[config.mk]
export PLATFORM = sky130hd
export DESIGN_NAME = multicycle_control_unit
export DESIGN_NICKNAME = d
export VERILOG_FILES = /design/src/rtl/mips_ctrl_pkg.sv /design/src/rtl/multicycle_control_unit_main_decoder.sv /design/src/rtl/multicycle_control_unit.sv
export SDC_FILE = /design/constraint.sdc
export NUM_CORES = 1
export LEC_CHECK = 0
export CAP_MARGIN = 30
export CELL_PAD_IN_SITES_DETAIL_PLACEMENT = 2
export CELL_PAD_IN_SITES_GLOBAL_PLACEMENT = 2
export CORE_UTILIZATION = 26
export DETAILED_ROUTE_END_ITERATION = 10
export PLACE_DENSITY_LB_ADDON = 0.1
export SETUP_SLACK_MARGIN = 0.4
export SLEW_MARGIN = 20
export SYNTH_ARGS = -nofsm -noshare
export SYNTH_HDL_FRONTEND = slang
export SYNTH_HIERARCHICAL = 1
export SYNTH_SLANG_ARGS = --single-unit
[constraint.sdc]
create_clock -name clk -period 2.8 [get_ports clk]
set_input_delay 0.28 -clock clk [delete_from_list [all_inputs] [get_ports clk]]
set_output_delay 0.28 -clock clk [all_outputs]
set_load 0.005 [all_outputs]
[src/rtl/mips_ctrl_pkg.sv]
// Shared encodings for the multicycle MIPS control unit: FSM states, opcodes
// and the datapath mux/ALU select codes.
package mips_ctrl_pkg;

  typedef enum logic [3:0] {
    S_FETCH     = 4'd0,
    S_DECODE    = 4'd1,
    S_MEM_ADDR  = 4'd2,
    S_MEM_READ  = 4'd3,
    S_MEM_WB    = 4'd4,
    S_MEM_WRITE = 4'd5,
    S_R_EXEC    = 4'd6,
    S_R_WB      = 4'd7,
    S_BRANCH    = 4'd8,
    S_IMM_EXEC  = 4'd9,
    S_IMM_WB    = 4'd10,
    S_JUMP      = 4'd11
  } state_t;

  localparam logic [5:0] OP_RTYPE = 6'h00;
  localparam logic [5:0] OP_LW    = 6'h23;
  localparam logic [5:0] OP_SW    = 6'h2B;
  localparam logic [5:0] OP_BEQ   = 6'h04;
  localparam logic [5:0] OP_ADDI  = 6'h08;
  localparam logic [5:0] OP_ANDI  = 6'h0C;
  localparam logic [5:0] OP_ORI   = 6'h0D;
  localparam logic [5:0] OP_J     = 6'h02;

  localparam logic [1:0] ALU_ADD       = 2'b00;
  localparam logic [1:0] ALU_SUB       = 2'b01;
  localparam logic [1:0] ALU_FUNCT     = 2'b10;
  localparam logic [1:0] ALU_IMM_LOGIC = 2'b11;

  localparam logic [1:0] SRC_B_REG     = 2'b00;
  localparam logic [1:0] SRC_B_FOUR    = 2'b01;
  localparam logic [1:0] SRC_B_IMM     = 2'b10;
  localparam logic [1:0] SRC_B_IMM_SH2 = 2'b11;

  localparam logic [1:0] PC_SRC_ALU     = 2'b00;
  localparam logic [1:0] PC_SRC_ALU_OUT = 2'b01;
  localparam logic [1:0] PC_SRC_JUMP    = 2'b10;

  // andi/ori take a zero-extended immediate and the logic ALU op.
  function automatic logic is_logic_imm(input logic [5:0] op);
    return (op == OP_ANDI) || (op == OP_ORI);
  endfunction

endpackage

[src/rtl/multicycle_control_unit_main_decoder.sv]
// Opcode dispatch out of DECODE and the zero/sign-extend select.
module main_decoder
  import mips_ctrl_pkg::*;
(
  input  logic [5:0] opcode,
  input  logic [5:0] op_q,
  input  state_t     state,
  output state_t     decode_next,
  output logic       logic_ext
);

  // NOTE: every always_comb output gets a value on all paths (default first)
  // so no latch is inferred.
  always_comb begin
    decode_next = S_FETCH;
    case (opcode)
      OP_LW, OP_SW:              decode_next = S_MEM_ADDR;
      OP_RTYPE:                  decode_next = S_R_EXEC;
      OP_BEQ:                    decode_next = S_BRANCH;
      OP_ADDI, OP_ANDI, OP_ORI:  decode_next = S_IMM_EXEC;
      OP_J:                      decode_next = S_JUMP;
      default:                   decode_next = S_FETCH;
    endcase
  end

  assign logic_ext = is_logic_imm(op_q) &&
                     (state inside {S_MEM_ADDR, S_IMM_EXEC, S_IMM_WB});

endmodule

[src/rtl/multicycle_control_unit.sv]
// Multicycle MIPS control FSM: state register plus a Moore output decoder,
// with only FETCH's ir_write/pc_write qualified by memory ready.
module multicycle_control_unit
  import mips_ctrl_pkg::*;
#(
  parameter bit MEM_WAIT_EN = 1'b1
) (
  input  logic       clk,
  input  logic       reset,
  input  logic [5:0] opcode_i,
  input  logic       mem_ready_i,
  output logic       pc_write_o,
  output logic       pc_write_cond_o,
  output logic       i_or_d_o,
  output logic       mem_write_o,
  output logic       ir_write_o,
  output logic       mem_to_reg_o,
  output logic       reg_dst_o,
  output logic       reg_write_o,
  output logic       alu_src_a_o,
  output logic [1:0] alu_src_b_o,
  output logic [1:0] alu_op_o,
  output logic [1:0] pc_src_o,
  output logic       logic_ext_o,
  output logic [3:0] state_o
);

  state_t     state;
  state_t     decode_next;
  logic [5:0] op_q;
  logic       ready;

  assign ready   = MEM_WAIT_EN ? mem_ready_i : 1'b1;
  assign state_o = state;

  main_decoder u_main_decoder (
    .opcode      (opcode_i),
    .op_q        (op_q),
    .state       (state),
    .decode_next (decode_next),
    .logic_ext   (logic_ext_o)
  );

  // NOTE: state registers use non-blocking assignments so every flop samples
  // pre-edge values regardless of statement order.
  always_ff @(posedge clk or posedge reset) begin
    if (reset) begin
      state <= S_FETCH;
      op_q  <= OP_RTYPE;
    end else begin
      case (state)
        S_FETCH:     if (ready) state <= S_DECODE;
        S_DECODE: begin
          op_q  <= opcode_i;
          state <= decode_next;
        end
        S_MEM_ADDR:  state <= (op_q == OP_LW) ? S_MEM_READ : S_MEM_WRITE;
        S_MEM_READ:  if (ready) state <= S_MEM_WB;
        S_MEM_WRITE: if (ready) state <= S_FETCH;
        S_R_EXEC:    state <= S_R_WB;
        S_IMM_EXEC:  state <= S_IMM_WB;
        default:     state <= S_FETCH;
      endcase
    end
  end

  always_comb begin
    pc_write_o      = 1'b0;
    pc_write_cond_o = 1'b0;
    i_or_d_o        = 1'b0;
    mem_write_o     = 1'b0;
    ir_write_o      = 1'b0;
    mem_to_reg_o    = 1'b0;
    reg_dst_o       = 1'b0;
    reg_write_o     = 1'b0;
    alu_src_a_o     = 1'b0;
    alu_src_b_o     = SRC_B_REG;
    alu_op_o        = ALU_ADD;
    pc_src_o        = PC_SRC_ALU;
    case (state)
      S_FETCH: begin
        alu_src_b_o = SRC_B_FOUR;
        ir_write_o  = ready;
        pc_write_o  = ready;
      end
      S_DECODE:    alu_src_b_o = SRC_B_IMM_SH2;
      S_MEM_ADDR: begin
        alu_src_a_o = 1'b1;
        alu_src_b_o = SRC_B_IMM;
      end
      S_MEM_READ:  i_or_d_o = 1'b1;
      S_MEM_WB: begin
        mem_to_reg_o = 1'b1;
        reg_write_o  = 1'b1;
      end
      S_MEM_WRITE: begin
        i_or_d_o    = 1'b1;
        mem_write_o = 1'b1;
      end
      S_R_EXEC: begin
        alu_src_a_o = 1'b1;
        alu_op_o    = ALU_FUNCT;
      end
      S_R_WB: begin
        reg_dst_o   = 1'b1;
        reg_write_o = 1'b1;
      end
      S_BRANCH: begin
        alu_src_a_o     = 1'b1;
        alu_op_o        = ALU_SUB;
        pc_src_o        = PC_SRC_ALU_OUT;
        pc_write_cond_o = 1'b1;
      end
      S_IMM_EXEC: begin
        alu_src_a_o = 1'b1;
        alu_src_b_o = SRC_B_IMM;
        alu_op_o    = is_logic_imm(op_q) ? ALU_IMM_LOGIC : ALU_ADD;
      end
      S_IMM_WB:    reg_write_o = 1'b1;
      S_JUMP: begin
        pc_src_o   = PC_SRC_JUMP;
        pc_write_o = 1'b1;
      end
      default: ;
    endcase
  end

endmodule

floorplan.png
Scale: 8 px per um. Pins as bars on the die edge.
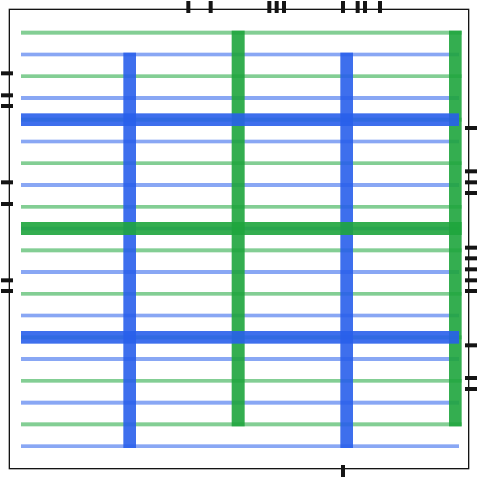
net	colour
VDD	green
VSS	blue
signal pins	29
met5 straps	3
rows	19
met4 straps	4

route_heat.png
Scale: 6 px per um. 11 x 11 tiles, from dark purple (low) to yellow (high), scaled to the fullest tile. Values are wire area over tile area, all layers added.
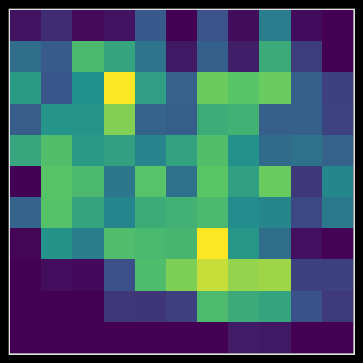
nearly empty tiles	16%
tiles over half the peak	38%
mean over tiles	0.11
emptiest ninth of the die	bottom left

==> reports/qor.rpt <==
OUTCOME
----------------------------------------------------------------------------
Outcome                                                         finished with violations
Violated checks                                                 design-rule violations

FINAL TIMING
----------------------------------------------------------------------------
Setup TNS                                                               0 ns
Share of the cycle needed by the critical path after routing           81.9%
Minimum setup slack in the final design                             0.506 ns
Time the final worst path needs with I/O delays and setup            2.29 ns
Worst clock skew on the final layout                              0.00220 ns

POWER
----------------------------------------------------------------------------
Total power of the final layout                                     0.754 mW
Internal portion of total power                                     0.477 mW
Fraction of power consumed by the clock network                        17.3%
Pwr/cell area                                                     665 mW/mm2
Power in the clock group                                            0.130 mW

YOSYS
----------------------------------------------------------------------------
Fraction of the mapped netlist area in simple logic gates              35.0%
Share of synthesized registers carrying an async set or reset           100%
XORs/XNORs by Area                                                        0%
Share of cell area taken by muxes after synthesis                      13.7%
Synth Instances                                                           97
Area reported by Yosys stat                                          793 um2
Total cells reported by yosys after synthesis                             97
Seq share, synth                                                       31.5%

FINAL LAYOUT
----------------------------------------------------------------------------
Post-route cell area                                             0.00113 mm2
Antenna diode count                                                        0
Most common cell after layout, fill and taps aside              clkdlybuf4s50_1
Clock-cell share of area                                               3.20%
Area-dominant class                                             multi-input combinational cells
Share of cell area taken by flip-flops and latches                     22.4%
Final core utilization                                                 40.1%

ROUTE
----------------------------------------------------------------------------
DRC violations left                                                        3
Detail Route met3 WL                                                   79 um

CRITICAL PATH
----------------------------------------------------------------------------
Slowest stage cell on the critical path                                or4_1
Critical path's top delay family                                simple AND/OR/NAND/NOR gates
Data required time of the worst path                                 2.52 ns
Arrival time reported for the critical path endpoint                 2.01 ns

PLACE
----------------------------------------------------------------------------
Total cell area at the placement stage                           0.00109 mm2
Quantity of I/O buffers inserted on ports                                 28

FLOORPLAN
----------------------------------------------------------------------------
Die Span X                                                           57.2 um
Number of well-tap cells placed                                           31

CTS
----------------------------------------------------------------------------
Buffer count from post-CTS setup fixing                                    0
Number of buffers added by the clock tree synthesis step                   3
Cell chosen for the clock root                                      clkbuf_4
CTS tree                                                               built
Post-cts resize count                                                      1

GRT
----------------------------------------------------------------------------
Remaining Overflow, GRT                                                    0
Busiest grt layer                                                       met2

Power and IR drop assume default switching activity.
